## config.mk

```make
export PLATFORM = sky130hd
export DESIGN_NAME = exec_commit_stage
export DESIGN_NICKNAME = d
export VERILOG_FILES = /design/src/rtl/exec_commit_stage.sv
export SDC_FILE = /design/constraint.sdc
export NUM_CORES = 1
export LEC_CHECK = 0
export ABC_AREA = 1
export CORE_MARGIN = 5
export CORE_UTILIZATION = 51
export CTS_BUF_LIST = sky130_fd_sc_hd__clkbuf_16
export DETAILED_ROUTE_END_ITERATION = 12
export PLACE_DENSITY = 0.89
export SLEW_MARGIN = 20
export SYNTH_ARGS = -nofsm -noshare
export SYNTH_HDL_FRONTEND = slang
export SYNTH_SLANG_ARGS = --single-unit
```

## constraint.sdc

```tcl
create_clock -name clk -period 4.31 [get_ports clk]
set_input_delay 0.862 -clock clk [delete_from_list [all_inputs] [get_ports clk]]
set_output_delay 0.862 -clock clk [all_outputs]
set_load 0.01 [all_outputs]
```

## src/rtl/exec_commit_stage.sv

```systemverilog
// exec_commit_stage
// Execute-to-writeback stage sitting directly behind the ALU. Each ALU result
// is checked against the ARM condition field using the architectural CPSR.
// Flag updates are committed at the accepting edge. Failed ops and compare
// ops are consumed without a writeback. Register writes that commit are
// buffered in a small FIFO that feeds the register-file write port.
//
// Ports:
//   clk, reset (async, active-low), flush (sync; clears FIFO, keeps CPSR)
//   in_valid/in_ready      : ALU side
//   in_cond, in_op, in_set_flags, in_rd, in_result, in_flags : ALU payload
//   out_valid/out_ready    : register-file write side
//   out_rd, out_data       : head FIFO entry, or 0 when the FIFO is empty
//   cpsr                   : architectural flags {V,N,C,Z}
//   stat_commit, stat_squash : only present when COMMIT_STATS_EN is defined
//
// Flag bit order follows the ALU: [0]=Z, [1]=C, [2]=N, [3]=V.
//
// Handshake (both sides): a transfer happens on a rising edge where valid and
// ready are both high. Once valid is raised, the payload is held stable until
// that transfer. in_ready depends only on registered state. flush has
// priority and blocks every transfer in its cycle.
//
// Optional feature macro: COMMIT_STATS_EN (saturating commit/squash counters).
module exec_commit_stage #(
  parameter int DATA_W = 32,
  parameter int RD_W   = 4,
  parameter int DEPTH  = 2
) (
  input  logic              clk,
  input  logic              reset,
  input  logic              flush,
  input  logic              in_valid,
  output logic              in_ready,
  input  logic [3:0]        in_cond,
  input  logic [4:0]        in_op,
  input  logic              in_set_flags,
  input  logic [RD_W-1:0]   in_rd,
  input  logic [DATA_W-1:0] in_result,
  input  logic [3:0]        in_flags,
  output logic              out_valid,
  input  logic              out_ready,
  output logic [RD_W-1:0]   out_rd,
  output logic [DATA_W-1:0] out_data,
  output logic [3:0]        cpsr
`ifdef COMMIT_STATS_EN
  ,
  output logic [15:0]       stat_commit,
  output logic [15:0]       stat_squash
`endif
);

  localparam int PTR_W = (DEPTH > 1) ? $clog2(DEPTH) : 1;
  localparam int CNT_W = $clog2(DEPTH + 1);

  logic [RD_W-1:0]   mem_rd   [DEPTH];
  logic [DATA_W-1:0] mem_data [DEPTH];
  logic [PTR_W-1:0]  wr_ptr, rd_ptr;
  logic [CNT_W-1:0]  count;

  logic z, c, n, v;
  logic pass, is_cmp, accept, push, pop;

  function automatic logic [PTR_W-1:0] ptr_inc(input logic [PTR_W-1:0] p);
    return (p == PTR_W'(DEPTH - 1)) ? '0 : p + 1'b1;
  endfunction

  assign z = cpsr[0];
  assign c = cpsr[1];
  assign n = cpsr[2];
  assign v = cpsr[3];

  // Condition evaluation uses the registered CPSR only. A flag update from
  // the op accepted in this cycle becomes visible to the next op.
  always_comb begin
    pass = 1'b0;
    case (in_cond)
      4'b0000: pass = z;
      4'b0001: pass = !z;
      4'b0010: pass = c;
      4'b0011: pass = !c;
      4'b0100: pass = n;
      4'b0101: pass = !n;
      4'b0110: pass = v;
      4'b0111: pass = !v;
      4'b1000: pass = c && !z;
      4'b1001: pass = !c || z;
      4'b1010: pass = (n == v);
      4'b1011: pass = (n != v);
      4'b1100: pass = !z && (n == v);
      4'b1101: pass = z || (n != v);
      4'b1110: pass = 1'b1;
      default: pass = 1'b0;
    endcase
  end

  // TST/TEQ/CMP/CMN occupy 01000..01011. They always set flags and never
  // write back.
  assign is_cmp    = (in_op[4:2] == 3'b010);
  assign in_ready  = (count != CNT_W'(DEPTH));
  assign out_valid = (count != '0);
  assign accept    = in_valid && in_ready && !flush;
  assign push      = accept && pass && !is_cmp;
  assign pop       = out_valid && out_ready;

  assign out_rd    = out_valid ? mem_rd[rd_ptr]   : '0;
  assign out_data  = out_valid ? mem_data[rd_ptr] : '0;

  always_ff @(posedge clk or negedge reset) begin
    if (!reset) begin
      cpsr   <= '0;
      count  <= '0;
      wr_ptr <= '0;
      rd_ptr <= '0;
    end else if (flush) begin
      // A pop or push in the flush cycle is discarded. cpsr holds.
      count  <= '0;
      wr_ptr <= '0;
      rd_ptr <= '0;
    end else begin
      if (accept && pass && (in_set_flags || is_cmp))
        cpsr <= in_flags;
      if (push)
        wr_ptr <= ptr_inc(wr_ptr);
      if (pop)
        rd_ptr <= ptr_inc(rd_ptr);
      case ({push, pop})
        2'b10:   count <= count + 1'b1;
        2'b01:   count <= count - 1'b1;
        default: count <= count;
      endcase
    end
  end

  // Entry storage needs no reset. Empty slots are masked by out_valid.
  always_ff @(posedge clk) begin
    if (push) begin
      mem_rd[wr_ptr]   <= in_rd;
      mem_data[wr_ptr] <= in_result;
    end
  end

`ifdef COMMIT_STATS_EN
  always_ff @(posedge clk or negedge reset) begin
    if (!reset) begin
      stat_commit <= '0;
      stat_squash <= '0;
    end else if (accept) begin
      if (pass && stat_commit != 16'hFFFF)
        stat_commit <= stat_commit + 16'd1;
      else if (!pass && stat_squash != 16'hFFFF)
        stat_squash <= stat_squash + 16'd1;
    end
  end
`endif

endmodule

```

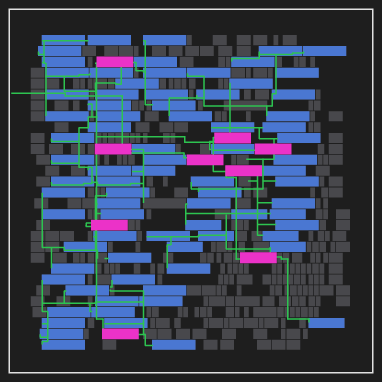
*Clock wires, drivers and flops, run 1*
Drawn at 4 px/um.
[clock drivers] magenta | count: 9
[clock wires] green | length: 858 um
[flip-flops] blue | count: 80
routed clock nets: 10
flops lie: widely spread

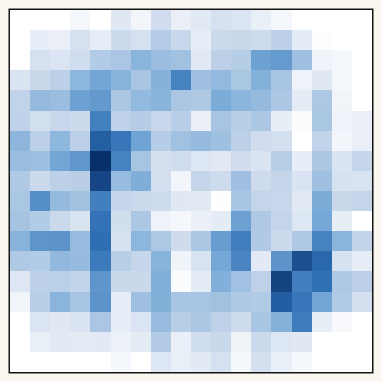
*Signal metal coverage by tile, run 1*
Drawn at 4 px/um. The die is cut into 18 by 18 equal tiles; white is low, dark blue is high, scaled to the fullest tile. Values are wire area over tile area, all layers added.
tiles over half the peak: 13%
densest ninth of the die: left middle
fullest tile: 0.54
nearly empty tiles: 11%
mean over tiles: 0.15
routed len/inst: 15.7 um
GRT Util Overall: 0.182
final WL: 7440 um
total number of vias: 2454

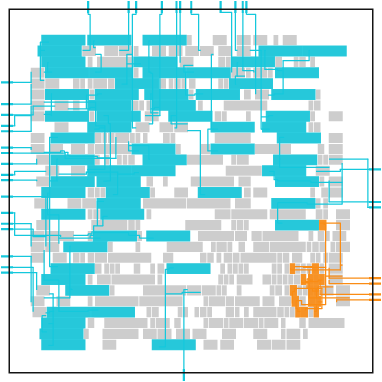
*I/O nets highlighted, run 1*
Drawn at 4 px/um.
[in_result] cyan | direction: input | edge: 17 left, 11 top, 3 right, 1 bottom | end cells: 64 | buffers: 32 | wire: 1140 um
[in_cond] orange | direction: input | edge: right | end cells: 16 | buffers: 4 | wire: 185 um

==> run_results.csv, run 1 <==
group,metric,value,unit
final_layout,syn_to_final_growth,41.4,%
cts,numClockSinks,80,
setup_path,rr_startpoint,"cpsr[2]",
timing,period_minus_slack,3.02,ns
min_path,min_from,"wr_ptr",
setup_path,required,3.45,ns
timing,setup_slack,1.29,ns
final_layout,final_nets,447,
synthesis,fa_ha_area_frac,0,
timing,final_max_slew_viol_count,0,
cts,path_clk_slew,0.06,ns
power_and_ir_drop,swShare,0.269,
final_layout,fin_area,4670,sq um
route,ant_nets,0,
setup_path,startpoint_type,"register",
synthesis,syn_area_per_cell,11.2,sq um
timing,rsz0062_at_grt,"false",
synthesis,synth_area,3300,sq um
global_route,grt_pass1_wl,11900,um
placement,gp_congestion,0.926,
cts,cts_buffers,9,
job,warning_count,28,
final_layout,fin_util,0.740,
timing,clock.fmax,0.331,GHz
power_and_ir_drop,p_sw,0.606,mW
cts,cts_tree,"built",
floorplanning,die_x,90.5,um
setup_path,ff2ff_setup_slack,2.07,ns
outcome,status,"completed",
cts,htreeDepth,3,
final_layout,drive_above_1_share,0.0756,
placement,place_ws,1.05,ns
power_and_ir_drop,p_seq_frac,0.418,
synthesis,ys_sh_xor,0,
global_route,first_global_vias,2542,
setup_path,reg2reg_to,"mem_data[1][30]",
power_and_ir_drop,p_per_area,483,nW/um^2
timing,setup_viol_count_final,0,
setup_path,crit_arrival,2.16,ns
timing,worst-slew-pin-transition,0.871,ns
placement,dp_hpwl,4880,um
route,first_pass_iters,4,
setup_path,crit_chain,"nor2_4 > a21oi_1 > clkdlybuf4s50_1",
timing,tns,0,ns
final_layout,lay_top_cells,"nand2_1 (107), clkdlybuf4s50_1 (94), edfxtp_1 (72)",
setup_path,max_stage_delay,0.70,ns
placement,post_dp_cell_area,4350,sq um
setup_path,crit_slowest_cell,"nor2_4",
global_route,antenna_found_initial,0,
synthesis,simple_gate_share,0.175,
route,drt-vias-per-instance,5.18,
run 1: power groups by stage:
stage | Clock (mW) | Combinational [mW] | Sequential [mW]
6_report | 0.818 | 0.495 | 0.944
3_5_place_dp | 0 | 0.496 | 0.959
2_1_floorplan | 0 | 0.229 | 0.960
3_3_place_gp | 0 | 0.486 | 0.954
5_1_grt | 0.863 | 0.541 | 0.947
4_1_cts | 0.830 | 0.501 | 0.943
run 1: how the worst max path moves through the flow:
stage / slack, ns / endpoint / startpoint
after global placement: 1.12 / mem_data[1][31] / in_cond[3]
final: 1.29 / out_data[24] / count[1]
after global routing: 1.12 / out_valid / count[1]
after detailed placement: 1.05 / mem_data[1][26] / in_cond[1]
after CTS: 1.23 / out_data[29] / count[1]
after floorplan: 0.89 / mem_data[0][0] / in_cond[2]
run 1: area by class of cell:
| class | instances | area, sq um | area share |
|---|---|---|---|
| clock buffer | 9 | 225 | 0.0482 |
| clock inverter | 7 | 101 | 0.0217 |
| inverter | 17 | 63.8 | 0.0137 |
| multi-input combinational | 186 | 853 | 0.183 |
| sequential | 80 | 2360 | 0.505 |
| tap | 77 | 96.3 | 0.0206 |
| timing repair buffer | 98 | 971 | 0.208 |
run 1: state kept, by name, indices dropped and copies added, names as in the netlist:
name / flops
mem_data: 64
mem_rd: 8
cpsr: 4
count: 2
rd_ptr: 1
wr_ptr: 1
run 1: metal layers:
metal	wire [um]	track usage	vias to the layer above
met2	3690	0.306	102
met4	113	0.0695	0
met5	0	0	-
met1	3030	0.217	1141
met3	598	0.0592	11
li1	-	-	1200
run 1: through the flow:
step,total power [mW],hold WS (ns)
after floorplan,1.19,0.481
final,2.26,0.580
after detailed placement,1.45,0.570
after CTS,2.27,0.580
after global routing,2.35,0.588
after global placement,1.44,0.555
run 1: synth_stat cells:
library cell	count	area (sq um)
nor3_1	1	5.00
inv_2	1	3.75
a21oi_4	1	16.3
o21ai_0	6	30.0
a21oi_1	38	190
nand2_2	1	6.26
clkbuf_1	8	30.0
edfxtp_1	72	2160
nand3_4	1	17.5
or3b_2	1	8.76
nand3_1	11	55.1
nand2_4	1	11.3
nor2_1	12	45.0
buf_2	2	10.0
nand4_1	3	18.8
a21oi_2	2	17.5
nand3b_1	1	7.51
inv_1	16	60.1
nand2_1	107	402
buf_1	2	7.51
dfrtp_1	8	200
run 1: kinds of logic (layout without fill, tap and decap cells):
kind of cell,count (synthesis),count (layout)
simple gates,139,139
flops,80,80
compound gates,47,47
buf+inv,29,131
==> run 2, diff against run 1 <==
--- a/config.mk
+++ b/config.mk
@@ -7,10 +7,10 @@
 export LEC_CHECK = 0
 export ABC_AREA = 1
 export CORE_MARGIN = 5
-export CORE_UTILIZATION = 51
+export CORE_UTILIZATION = 42
 export CTS_BUF_LIST = sky130_fd_sc_hd__clkbuf_16
 export DETAILED_ROUTE_END_ITERATION = 12
-export PLACE_DENSITY = 0.89
+export PLACE_DENSITY = 0.79
 export SLEW_MARGIN = 20
 export SYNTH_ARGS = -nofsm -noshare
 export SYNTH_HDL_FRONTEND = slang
==> constraint.sdc (replaced) <==
create_clock -name clk -period 2.5 [get_ports clk]
set_input_delay 0.5 -clock clk [delete_from_list [all_inputs] [get_ports clk]]
set_output_delay 0.5 -clock clk [all_outputs]
set_load 0.01 [all_outputs]
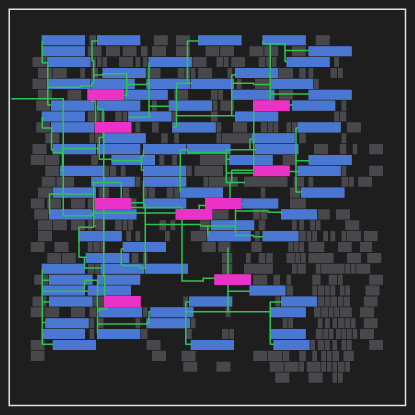
*Clock wires, drivers and flops, run 2*
Drawn at 4 px/um.
clock power share: 0.331
Clk power: 1.25 mW
Late-Pin Clk Latency: 0.33 ns
skew final: 0.00713 ns

==> run 2 against run 1 <==
Sequential power increased by 72%. Sequential share of layout area decreased by 1.1 points. Critical path type unchanged. Critical path depth increased by 2. Critical endpoint unchanged. Highest routed layer unchanged. Flip-flop count unchanged.
==> run_results.csv, run 2 <==
group,metric,value,unit
outcome,status,"completed",
synthesis,ys_types,21,
final_layout,largest_reg_flops,64,
final_layout,lay_top_cells,"nand2_1 (107), clkdlybuf4s50_1 (93), edfxtp_1 (72)",
setup_path,max_stage_delay,0.58,ns
timing,worst-slew-pin-transition,0.363,ns
final_layout,final_nets,453,
setup_path,rr_startpoint,"cpsr[2]",
floorplanning,die_x,98.7,um
placement,dp_hpwl,5370,um
global_route,antenna_found_initial,0,
global_route,first_global_vias,2731,
synthesis,simple_gate_share,0.175,
setup_path,required,2.00,ns
cts,cts_tree,"built",
synthesis,top_area_cell,"edfxtp_1",
route,ant_nets,0,
timing,slew_headroom,0.757,
final_layout,syn_to_final_growth,44.5,%
placement,gp_congestion,0.774,
final_layout,drive_above_1_share,0.0871,
synthesis,yosys-top-cells-area,"edfxtp_1 (65%), nand2_1 (12%), dfrtp_1 (6.1%)",
timing,final_max_slew_viol_count,0,
route,vias,2495,
synthesis,top_cell_area_share,0.654,
route,first_pass_iters,4,
setup_path,crit_arrival,1.88,ns
job,warning_count,29,
floorplanning,die_area,9740,sq um
cts,cts_buffers,9,
setup_path,critPathLaunch,"rd_ptr",
synthesis,ys_area,3300,sq um
route,drt_iter0_drc,116,
final_layout,reg_top3,"mem_data: 64 flops, mem_rd: 8 flops, cpsr: 4 flops",
synthesis,most_common_cell,"nand2_1",
synthesis,fa_ha_area_frac,0,
synthesis,edf_count,72,
placement,post_dp_cell_area,4490,sq um
cts,ctsResizeCount,0,
synthesis,flop_cell,"edfxtp_1",
power_and_ir_drop,p_per_area,789,nW/um^2
final_layout,regMostFlops,"mem_data",
cts,numClockSinks,80,
setup_path,crit_slowest_cell,"clkdlybuf4s50_1",
synthesis,top_cells_by_count,"nand2_1 (107), edfxtp_1 (72), a21oi_1 (38)",
setup_path,startpoint_type,"register",
synthesis,ys_async_sr_fraction,0.100,
synthesis,syn_area_per_cell,11.2,sq um
min_path,min_path_type,"in2async",
timing,rsz0062_at_grt,"false",
synthesis,ys_sh_xor,0,
timing,clock.fmax,0.421,GHz
cts,path_clk_slew,0.05,ns
global_route,grt_pass1_wl,12800,um
timing,setup_viol_count_final,0,
route,route.detailed.drc,0,
route,finalWirelength,7690,um
cts,htreeDepth,3,
final_layout,fin_util,0.621,
timing,period_minus_slack,2.38,ns
final_layout,fin_area,4780,sq um
route,drt-vias-per-instance,4.95,
global_route,grt_usage,0.166,
setup_path,crit_chain,"inv_1 > buf_12 > nand2_1 > a21oi_1 > clkdlybuf4s50_1",
synthesis,synth_area,3300,sq um
route,wl_per_cell,15.3,um
setup_path,ff2ff_setup_slack,0.66,ns
[run 2: cell counts after synthesis]
No cell type changed its count.
[run 2: stage by stage]
step	std cells	hold slack [ns]	setup TNS, ns	worst slack, ns	power (mW)
CTS	504	0.456	0	0.102	3.81
global placement	489	0.567	0	0.0626	2.53
finish	504	0.457	0	0.124	3.77
floorplan	295	0.204	-40.24	-0.559	2.05
detailed placement	489	0.588	0	0.00803	2.56
global route	504	0.483	0	0.0218	3.96
[run 2: metal layers]
metal / GRT usage / part of all wire / up-vias
met2: 0.279 / 0.49 / 100
met1: 0.201 / 0.43 / 1174
li1: - / - / 1214
met3: 0.0552 / 0.069 / 7
met4: 0.0557 / 0.011 / 0
met5: 0 / 0 / -
[run 2: logic make-up (layout without fill, tap and decap cells)]
family | Yosys count | after routing
compound gates | 47 | 47
flops | 80 | 80
simple gates | 139 | 139
buf+inv | 29 | 136
[run 2: worst paths after layout]
check | end | depth (start not counted)
min | cpsr[3] | 1
max in group asynchronous | wr_ptr | 1
min in group clk | wr_ptr | 1
min reg2reg | wr_ptr | 1
max | out_data[24] | 5
max reg2reg | mem_data[0][1] | 12
[run 2: critical path, delay by kind of cell, from the launching register on]
family	cells	cell delay, ns
DFF	1	0.40
buffers and inverters	3	0.89
AOI/OAI and AO/OA	1	0.19
and+or+nand+nor	1	0.06
[run 2: layout make-up]
type,count,area [sq um],area share
Sequential cell,80,2360,0.495
Inverter,17,63.8,0.0134
Clock buffer,9,225,0.0472
Tap cell,102,128,0.0267
Clock inverter,6,62.6,0.0131
Timing Repair Buffer,104,1080,0.226
Multi-Input combinational cell,186,853,0.179
[run 2: power by group]
part / total (mW) / switching (mW) / internal (mW)
combinational: 0.899 / 0.470 / 0.430
clock: 1.25 / 0.484 / 0.763
sequential: 1.62 / 0.0588 / 1.57
total: 3.77 / 1.01 / 2.76
==> run 3, diff against run 2 <==
--- a/config.mk
+++ b/config.mk
@@ -6,7 +6,6 @@
 export NUM_CORES = 1
 export LEC_CHECK = 0
 export ABC_AREA = 1
-export CORE_MARGIN = 5
 export CORE_UTILIZATION = 42
 export CTS_BUF_LIST = sky130_fd_sc_hd__clkbuf_16
 export DETAILED_ROUTE_END_ITERATION = 12
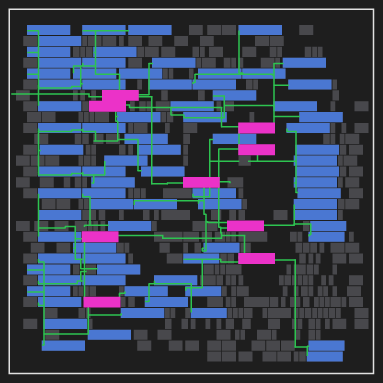
*Clock wires, drivers and flops, run 3*
Drawn at 4 px/um.
[clock drivers] magenta | count: 9
[flip-flops] blue | count: 80
[clock wires] green | length: 869 um
flops lie: widely spread
routed clock nets: 10
Clk power: 1.24 mW
skew final: 0.00800 ns

==> run 3 against run 2 <==
First-iteration DRC count grew 24%. Sequential share of layout area grew 0.12 points. Clock power is essentially flat. Flip-flop count is the same. Power shrank 0.47%. Die size shrank 16%. Register-to-register slack is essentially flat. Critical path depth is the same. Clock skew grew 0.00086 ns. Non-clock buffer count grew 1. Combinational power shrank 1%. Wire length shrank 6.5%. Critical path type unchanged. Critical endpoint is now out_data[23].
==> run_results.csv, run 3 <==
group,metric,value,unit
outcome,status,"completed",
route,first_pass_iters,6,
cts,numClockSinks,80,
placement,post_dp_cell_area,4480,sq um
final_layout,largest_reg_flops,64,
synthesis,most_common_cell,"nand2_1",
cts,ctsResizeCount,0,
timing,setup_viol_count_final,0,
setup_path,max_stage_delay,0.57,ns
power_and_ir_drop,power.total,3.75,mW
cts,htreeDepth,3,
global_route,antenna_found_initial,0,
synthesis,flop_cell,"edfxtp_1",
placement,dp_hpwl,4800,um
power_and_ir_drop,p_per_area,788,nW/um^2
timing,worst-slew-pin-transition,0.416,ns
setup_path,required,2.00,ns
final_layout,syn_to_final_growth,44.2,%
floorplanning,die_x,90.7,um
setup_path,startpoint_type,"register",
cts,cts_buffers,9,
final_layout,final_nets,454,
synthesis,ys_async_sr_fraction,0.100,
synthesis,ys_types,21,
timing,slew_headroom,0.722,
floorplanning,die_area,8230,sq um
final_layout,fin_util,0.640,
cts,cts_tree,"built",
timing,rsz0062_at_grt,"false",
route,ant_nets,0,
timing,final_max_slew_viol_count,0,
synthesis,top_cell_area_share,0.654,
synthesis,yosys-top-cells-area,"edfxtp_1 (65%), nand2_1 (12%), dfrtp_1 (6.1%)",
final_layout,drive_above_1_share,0.0941,
cts,clk_latency,0.33,ns
synthesis,ys_area,3300,sq um
setup_path,path_buffers,3,
synthesis,synthCells,295,
global_route,busiest_layer,"met2",
setup_path,cp_top_family,"buffers and inverters",
min_path,min_path_type,"in2async",
setup_path,rr_startpoint,"cpsr[2]",
synthesis,top_cells_by_count,"nand2_1 (107), edfxtp_1 (72), a21oi_1 (38)",
setup_path,reg2reg_to,"mem_data[1][12]",
route,route.detailed.drc,0,
setup_path,crit_slowest_cell,"clkdlybuf4s50_1",
placement,gp_congestion,0.831,
synthesis,syn_area_per_cell,11.2,sq um
timing,holdWs,0.469,ns
global_route,grt_pass1_wl,11600,um
global_route,grt_usage,0.183,
timing,period_minus_slack,2.36,ns
timing,tns,0,ns
global_route,first_global_vias,2438,
synthesis,top_area_cell,"edfxtp_1",
global_route,met1_usage,0.225,
setup_path,ff2ff_setup_slack,0.65,ns
setup_path,crit_arrival,1.86,ns
route,vias,2488,
route,wl_per_cell,14.3,um
final_layout,regMostFlops,"mem_data",
final_layout,reg_top3,"mem_data: 64 flops, mem_rd: 8 flops, cpsr: 4 flops",
setup_path,crit_chain,"inv_1 > buf_12 > nand2_1 > a21oi_1 > clkdlybuf4s50_1",
final_layout,lay_top_cells,"nand2_1 (107), clkdlybuf4s50_1 (94), edfxtp_1 (72)",
[run 3: cell counts after synthesis]
Identical to the previous run, type by type.
[run 3: kinds of logic after synthesis]
kind of cell | synth area share
flip-flops | 0.715
AND/OR/NAND/NOR | 0.175
AND-OR/OR-AND | 0.0769
buffers and inverters | 0.0337
[run 3: through the flow]
stage / std cells / worst slack (ns)
2_1_floorplan: 295 / -0.559
3_3_place_gp: 487 / 0.0939
3_5_place_dp: 487 / 0.0613
4_1_cts: 503 / 0.110
5_1_grt: 503 / 0.00730
6_report: 503 / 0.137
[run 3: final cells by class]
cell class / instances / area (sq um)
Clock buffer: 9 / 225
Clock inverter: 7 / 62.6
Fill cell: 576 / 2680
Inverter: 17 / 63.8
Multi-Input combinational cell: 186 / 853
Sequential cell: 80 / 2360
Tap cell: 99 / 124
Timing Repair Buffer: 105 / 1070
[run 3: per-layer routing]
layer,vias up,part of all wire
met5,-,0
met4,0,0.0090
met3,8,0.071
met2,92,0.50
met1,1167,0.42
li1,1221,-
[run 3: how the worst max path moves through the flow]
stage | from | end | slack [ns]
2_1_floorplan | in_cond[2] | mem_data[0][0] | -0.56
3_3_place_gp | in_cond[3] | mem_data[1][6] | 0.09
3_5_place_dp | in_cond[0] | mem_data[1][19] | 0.06
4_1_cts | rd_ptr | out_data[26] | 0.11
5_1_grt | rd_ptr | out_data[5] | 0.007
6_report | rd_ptr | out_data[23] | 0.14
[run 3: power by group]
group          total, mW  switching [mW]  internal (mW)
Clock               1.24           0.549          0.693
Combinational      0.886           0.458          0.428
Sequential          1.62          0.0603           1.56

==> layout pictures side by side <==
Selected gate families.
Drawn at 4 px/um.
panel A
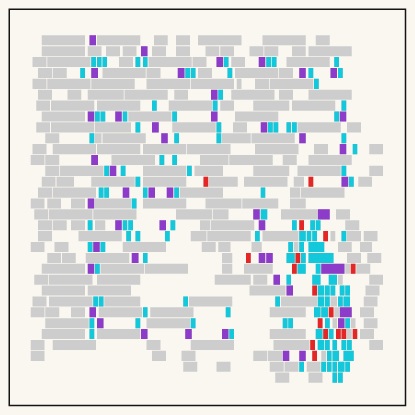
panel B
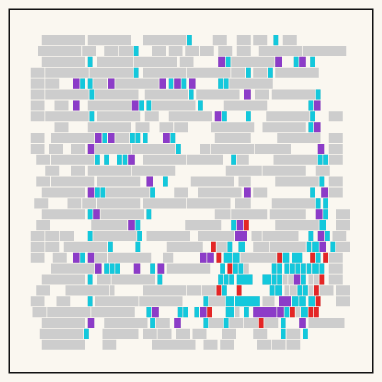
- panel A = run 2
- panel B = run 1
- largest die: panel A

Key to panel A:
[nand cells] cyan | cells: 125 | where: widely spread
[inv cells] red | cells: 17
[aoi and oai cells] purple | cells: 47 | where: widely spread

No activity file was given, so power comes from the tool's default toggle rates.
